### Sequential cells coloured by netlist name

Other sequential cells in the stronger grey, the rest of the logic in the fainter grey.
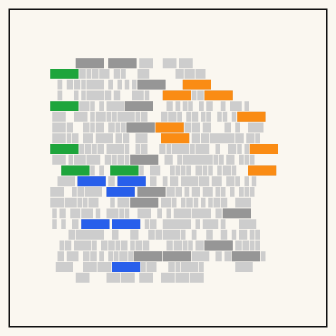
### PDN straps and rails

Bar = 20 µm. Pins as bars on the die edge. Tap cells in grey.
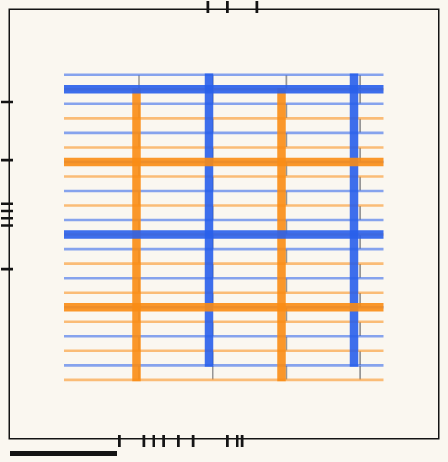
### Zoomed window

Window x 48 to 73, y 8 to 33 µm. Cells in grey, sequential cells in the stronger grey; small squares are vias.
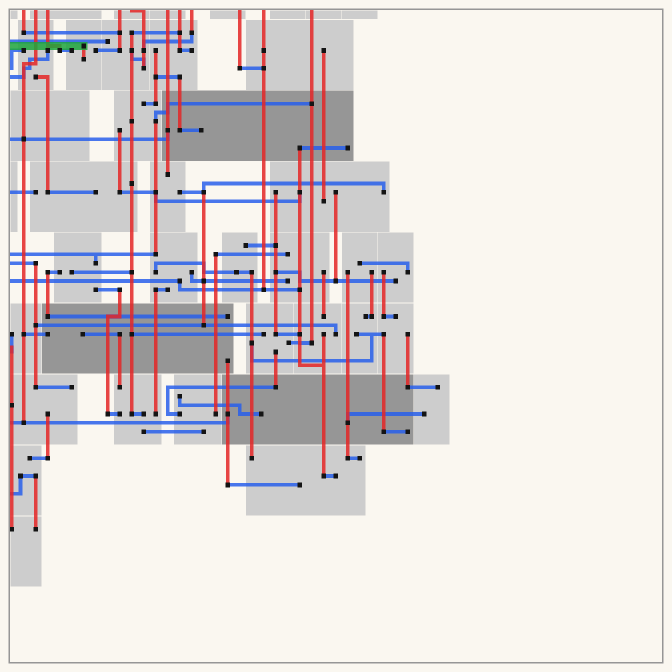
<file path="config.mk">
export PLATFORM = sky130hd
export DESIGN_NAME = dco_ctrl_flat
export DESIGN_NICKNAME = d
export VERILOG_FILES = /design/src/rtl/dco_ctrl_if.sv /design/src/rtl/dco_ctrl.sv /design/src/flat_wrapper.sv
export SDC_FILE = /design/constraint.sdc
export NUM_CORES = 1
export LEC_CHECK = 0
export ABC_AREA = 1
export CAP_MARGIN = 30
export CORE_MARGIN = 10
export CORE_UTILIZATION = 57
export CTS_CLUSTER_SIZE = 8
export DETAILED_ROUTE_END_ITERATION = 10
export PLACE_DENSITY = 0.9
export SYNTH_ARGS = -nofsm -noshare
export SYNTH_HDL_FRONTEND = slang
export SYNTH_SLANG_ARGS = --single-unit
</file>
<file path="constraint.sdc">
create_clock -name clock -period 2.45 [get_ports clock]
set_input_delay 0.245 -clock clock [delete_from_list [all_inputs] [get_ports clock]]
set_output_delay 0.245 -clock clock [all_outputs]
set_load 0.03 [all_outputs]
</file>
<file path="src/rtl/dco_ctrl_if.sv">
// Loop-filter to DCO controller interface.
// The loop filter (master) drives the step requests, the enable and the
// fractional dither width. The controller (slave) returns the integer DCO
// code, the dither bit and the status flags.
interface dco_ctrl_if #(
    parameter int NUM_DITHERING_BITS = 5,
    parameter int NUM_CODE_BITS      = 6
);
    logic                          enable;
    logic                          overflow;
    logic                          underflow;
    logic [NUM_DITHERING_BITS-1:0] ditherWidth;
    logic [NUM_CODE_BITS-1:0]      dcoCode;
    logic                          ditherOut;
    logic                          locked;
    logic                          railHit;

    modport master (
        output enable, overflow, underflow, ditherWidth,
        input  dcoCode, ditherOut, locked, railHit
    );

    modport slave (
        input  enable, overflow, underflow, ditherWidth,
        output dcoCode, ditherOut, locked, railHit
    );
endinterface

</file>
<file path="src/rtl/dco_ctrl.sv">
// DCO controller for the bang-bang PLL.
// Integrates overflow/underflow carries from the loop filter into a
// saturating integer DCO code, turns the fractional width into a 1-bit
// dither stream, and tracks lock from step activity.
// Optional build macro DCO_CTRL_SIGMA_DELTA_EN swaps the PWM dither
// comparator for a first-order sigma-delta modulator.
module dco_ctrl #(
    parameter int NUM_DITHERING_BITS = 5,
    parameter int NUM_CODE_BITS      = 6,
    parameter int CODE_RESET         = 32,
    parameter int CODE_MIN           = 0,
    parameter int CODE_MAX           = 63,
    parameter int LOCK_CYCLES        = 256,
    parameter int UNLOCK_STEPS       = 4
) (
    input logic       clock,
    input logic       reset,
    dco_ctrl_if.slave bus
);

    localparam int LOCK_W = $clog2(LOCK_CYCLES);
    localparam int RUN_W  = $clog2(UNLOCK_STEPS + 1);

    localparam logic [NUM_CODE_BITS-1:0] CODE_RESET_C = NUM_CODE_BITS'(CODE_RESET);
    localparam logic [NUM_CODE_BITS-1:0] CODE_MIN_C   = NUM_CODE_BITS'(CODE_MIN);
    localparam logic [NUM_CODE_BITS-1:0] CODE_MAX_C   = NUM_CODE_BITS'(CODE_MAX);
    localparam logic [LOCK_W-1:0]        LOCK_LAST    = LOCK_W'(LOCK_CYCLES - 1);
    localparam logic [RUN_W-1:0]         RUN_LIMIT    = RUN_W'(UNLOCK_STEPS);

    typedef enum logic {
        ACQUIRE,
        LOCKED
    } lockState_t;

    lockState_t                    state_q, state_d;
    logic [NUM_CODE_BITS-1:0]      dcoCode_q, dcoCode_d;
    logic                          railHit_q, railHit_d;
    logic [NUM_DITHERING_BITS-1:0] phase_q, phase_d;
    logic [NUM_DITHERING_BITS-1:0] widthReg_q, widthReg_d;
    logic                          ditherOut_q, ditherOut_d;
    logic                          locked_q, locked_d;
    logic [LOCK_W-1:0]             lockCount_q, lockCount_d;
    logic [RUN_W-1:0]              runCount_q, runCount_d;
    logic                          runDir_q, runDir_d;
    logic [RUN_W-1:0]              runNext;

`ifdef DCO_CTRL_SIGMA_DELTA_EN
    logic [NUM_DITHERING_BITS-1:0] acc_q, acc_d;
    logic [NUM_DITHERING_BITS:0]   accSum;
`endif

    // Exactly one of overflow/underflow makes a step; both or neither cancel out.
    logic upReq, downReq, step, stepDir;
    assign upReq   = bus.overflow & ~bus.underflow;
    assign downReq = bus.underflow & ~bus.overflow;
    assign step    = bus.enable & (upReq | downReq);
    assign stepDir = upReq;

    // Saturating code update; a request that would cross a rail is flagged instead.
    always_comb begin
        dcoCode_d = dcoCode_q;
        railHit_d = 1'b0;
        if (bus.enable) begin
            if (upReq) begin
                if (dcoCode_q < CODE_MAX_C) dcoCode_d = dcoCode_q + 1'b1;
                else                        railHit_d = 1'b1;
            end else if (downReq) begin
                if (dcoCode_q > CODE_MIN_C) dcoCode_d = dcoCode_q - 1'b1;
                else                        railHit_d = 1'b1;
            end
        end
    end

    // Dither period counter; the width is only picked up on the wrap so every period is whole.
    always_comb begin
        phase_d     = phase_q;
        widthReg_d  = widthReg_q;
        ditherOut_d = ditherOut_q;
`ifdef DCO_CTRL_SIGMA_DELTA_EN
        acc_d       = acc_q;
        accSum      = {1'b0, acc_q} + {1'b0, widthReg_q};
`endif
        if (bus.enable) begin
            phase_d = phase_q + 1'b1;
            if (phase_q == '1) widthReg_d = bus.ditherWidth;
`ifdef DCO_CTRL_SIGMA_DELTA_EN
            acc_d       = accSum[NUM_DITHERING_BITS-1:0];
            ditherOut_d = accSum[NUM_DITHERING_BITS];
`else
            ditherOut_d = (phase_d < widthReg_d);
`endif
        end
    end

    // Lock detector: long quiet stretch locks, a run of same-direction steps unlocks.
    always_comb begin
        state_d     = state_q;
        locked_d    = locked_q;
        lockCount_d = lockCount_q;
        runCount_d  = runCount_q;
        runDir_d    = runDir_q;
        runNext     = '0;
        if (bus.enable) begin
            case (state_q)
                ACQUIRE: begin
                    if (step) begin
                        lockCount_d = '0;
                    end else if (lockCount_q == LOCK_LAST) begin
                        state_d    = LOCKED;
                        locked_d   = 1'b1;
                        runCount_d = '0;
                    end else begin
                        lockCount_d = lockCount_q + 1'b1;
                    end
                end
                LOCKED: begin
                    if (step) begin
                        if (stepDir == runDir_q) begin
                            runNext = runCount_q + 1'b1;
                        end else begin
                            runNext  = RUN_W'(1);
                            runDir_d = stepDir;
                        end
                        if (runNext == RUN_LIMIT) begin
                            state_d     = ACQUIRE;
                            locked_d    = 1'b0;
                            lockCount_d = '0;
                            runCount_d  = '0;
                        end else begin
                            runCount_d = runNext;
                        end
                    end
                end
                default: begin
                    state_d  = ACQUIRE;
                    locked_d = 1'b0;
                end
            endcase
        end
    end

    // All state registers, with synchronous active-low reset taking priority over enable.
    always_ff @(posedge clock) begin
        if (!reset) begin
            state_q     <= ACQUIRE;
            dcoCode_q   <= CODE_RESET_C;
            railHit_q   <= 1'b0;
            phase_q     <= '0;
            widthReg_q  <= '0;
            ditherOut_q <= 1'b0;
            locked_q    <= 1'b0;
            lockCount_q <= '0;
            runCount_q  <= '0;
            runDir_q    <= 1'b0;
`ifdef DCO_CTRL_SIGMA_DELTA_EN
            acc_q       <= '0;
`endif
        end else begin
            state_q     <= state_d;
            dcoCode_q   <= dcoCode_d;
            railHit_q   <= railHit_d;
            phase_q     <= phase_d;
            widthReg_q  <= widthReg_d;
            ditherOut_q <= ditherOut_d;
            locked_q    <= locked_d;
            lockCount_q <= lockCount_d;
            runCount_q  <= runCount_d;
            runDir_q    <= runDir_d;
`ifdef DCO_CTRL_SIGMA_DELTA_EN
            acc_q       <= acc_d;
`endif
        end
    end

    assign bus.dcoCode   = dcoCode_q;
    assign bus.ditherOut = ditherOut_q;
    assign bus.locked    = locked_q;
    assign bus.railHit   = railHit_q;

endmodule

</file>
<file path="src/flat_wrapper.sv">
// flat-port wrapper written by rule: the top's interface ports become plain ports
module dco_ctrl_flat 
#(
    parameter int NUM_DITHERING_BITS = 5,
    parameter int NUM_CODE_BITS      = 6,
    parameter int CODE_RESET         = 32,
    parameter int CODE_MIN           = 0,
    parameter int CODE_MAX           = 63,
    parameter int LOCK_CYCLES        = 256,
    parameter int UNLOCK_STEPS       = 4
)
  (clock, reset, bus_enable, bus_overflow, bus_underflow, bus_ditherWidth, bus_dcoCode, bus_ditherOut, bus_locked, bus_railHit);
  dco_ctrl_if #(.NUM_DITHERING_BITS(NUM_DITHERING_BITS), .NUM_CODE_BITS(NUM_CODE_BITS)) bus_i ();
  input logic clock;
  input logic reset;
  input wire logic [$bits(bus_i.enable)-1:0] bus_enable;
  input wire logic [$bits(bus_i.overflow)-1:0] bus_overflow;
  input wire logic [$bits(bus_i.underflow)-1:0] bus_underflow;
  input wire logic [$bits(bus_i.ditherWidth)-1:0] bus_ditherWidth;
  output wire logic [$bits(bus_i.dcoCode)-1:0] bus_dcoCode;
  output wire logic [$bits(bus_i.ditherOut)-1:0] bus_ditherOut;
  output wire logic [$bits(bus_i.locked)-1:0] bus_locked;
  output wire logic [$bits(bus_i.railHit)-1:0] bus_railHit;
  assign bus_i.enable = bus_enable;
  assign bus_i.overflow = bus_overflow;
  assign bus_i.underflow = bus_underflow;
  assign bus_i.ditherWidth = bus_ditherWidth;
  assign bus_dcoCode = bus_i.dcoCode;
  assign bus_ditherOut = bus_i.ditherOut;
  assign bus_locked = bus_i.locked;
  assign bus_railHit = bus_i.railHit;
  dco_ctrl #(.NUM_DITHERING_BITS(NUM_DITHERING_BITS), .NUM_CODE_BITS(NUM_CODE_BITS), .CODE_RESET(CODE_RESET), .CODE_MIN(CODE_MIN), .CODE_MAX(CODE_MAX), .LOCK_CYCLES(LOCK_CYCLES), .UNLOCK_STEPS(UNLOCK_STEPS)) u_core (.clock(clock), .reset(reset), .bus(bus_i));
endmodule
</file>
==> results.sh <==
# implementation run metrics
export IMPL_p_int_mw=0.8070
export IMPL_critPathBufInv=1
export IMPL_setup_tns_ns=0
export IMPL_setup_worst_path_start="u_core.phase_q[0]$_SDFFE_PN0P_"
export IMPL_core_region_area_um2=3416
export IMPL_gr_total_overflow=0
export IMPL_vias=1897
export IMPL_yosys_top_cells_count="54 x nand2_1, 37 x inv_1, 32 x dfxtp_1, 29 x a21oi_1, 23 x nor2_1"
export IMPL_layout_filler_cells=297
export IMPL_cp_start_kind="flop"
export IMPL_max_slew_margin=0.6574
export IMPL_logic_area_um2=1216
export IMPL_log_warning_count=29
export IMPL_netlist_area_leader_share=0.3109
export IMPL_floorplan_io_pins=19
export IMPL_clk_transition_reported_paths_ns=0.09
export IMPL_synth_distinct_cells=32
export IMPL_run_status="finished, final reports clean"
export IMPL_cts_max_path_buffers=2
export IMPL_whs_endpoint="u_core.bus.ditherOut$_SDFFE_PN0P_"
export IMPL_dpl_hpwl_um=3295
export IMPL_dpl_cell_count=343
export IMPL_grt_setup_unrepaired="no"
export IMPL_post_cts_resized=0
export IMPL_buffers_on_ports=18
export IMPL_clk_insertion_delay_late_ns=0.34
export IMPL_cts_inserted_buffers=5
export IMPL_chip_area_um2=6420
export IMPL_route_detailed_drc=0
export IMPL_fin_util=0.6872
export IMPL_placement_rows=21
export IMPL_post_synth_ao_oa_area_fraction=0.1239
export IMPL_postSynthSeqShare=0.3109
export IMPL_largest_register_ff_count=8
export IMPL_largest_register="u_core.lockCount_q"
export IMPL_clk_share=0.02505
export IMPL_layout_area_top_class="multi-input combinational cells"
export IMPL_finalHoldViolCount=0
export IMPL_timing_clock_skew_ns=0.008640
export IMPL_hp_start="u_core.bus.ditherOut$_SDFFE_PN0P_"
export IMPL_met1_usage=0.1652
export IMPL_clock_sink_count=32
export IMPL_areal_power_density_over_the_cells_nw_per_um2=499.2
export IMPL_dr_first_iter_drc_count=166
export IMPL_cts_tree="done"
export IMPL_grt_met3_usage=0.04677
export IMPL_report_final_slew_viol_count=0
export IMPL_clockRootBuffer="clkbuf_4"
export IMPL_ff2ff_path_depth=12
export IMPL_postCtsSetupRepairBufs=0
export IMPL_powerComb_mw=0.275
export IMPL_hp_class="flop to flop"
export IMPL_count_of_flip_flops_with_a_built_in_enable_after_synthesis=0
export IMPL_clock_power_share=0.275
export IMPL_layout_cell_area_non_filler_um2=2347
export IMPL_nClkBuffers=8
export IMPL_yosysWarnings=0
export IMPL_synth_cells=282
export IMPL_grtUsageMet2=0.2713
export IMPL_total_clock_network_power_mw=0.322
export IMPL_timing_critical_path_mode_cell="ha_1"
export IMPL_commonest_non_fill_non_tap_cell_in_the_layout="nand2_1"
export IMPL_endpoint="u_core.bus.ditherOut$_SDFFE_PN0P_"
export IMPL_regToRegEndpoint="u_core.bus.ditherOut$_SDFFE_PN0P_"
export IMPL_global_route_peak_usage_layer="met2"
export IMPL_comb_power_share=0.234
export IMPL_ant_nets=0
export IMPL_worst_path_max_delay_cell="dfxtp_1"
export IMPL_setup_violations_final=0
export IMPL_synth_area_mux_share=0.009715
export IMPL_die_height_um=80.13
export IMPL_top_cell="nand2_1"
## Picture notes: 'Sequential cells coloured by netlist name'
[orange] `u_core.lockCount_q` | flops: 8
[green] `u_core.widthReg_q` | flops: 5 | where: west
[blue] `u_core.bus.dcoCode` | flops: 6
not coloured: 13

## Picture notes: 'PDN straps and rails'
[orange] VSS
[blue] VDD
signal pins: 19
met4 straps: 4

## Picture notes: 'Zoomed window'
[blue] M1
[red] M2
[green] M3
cells with their middle in the window: 30
sequential cells in the window: 3
most frequent: nand2_1 (6), inv_1 (4)
netlist names of flops here include: `u_core.runCount_q` (3)

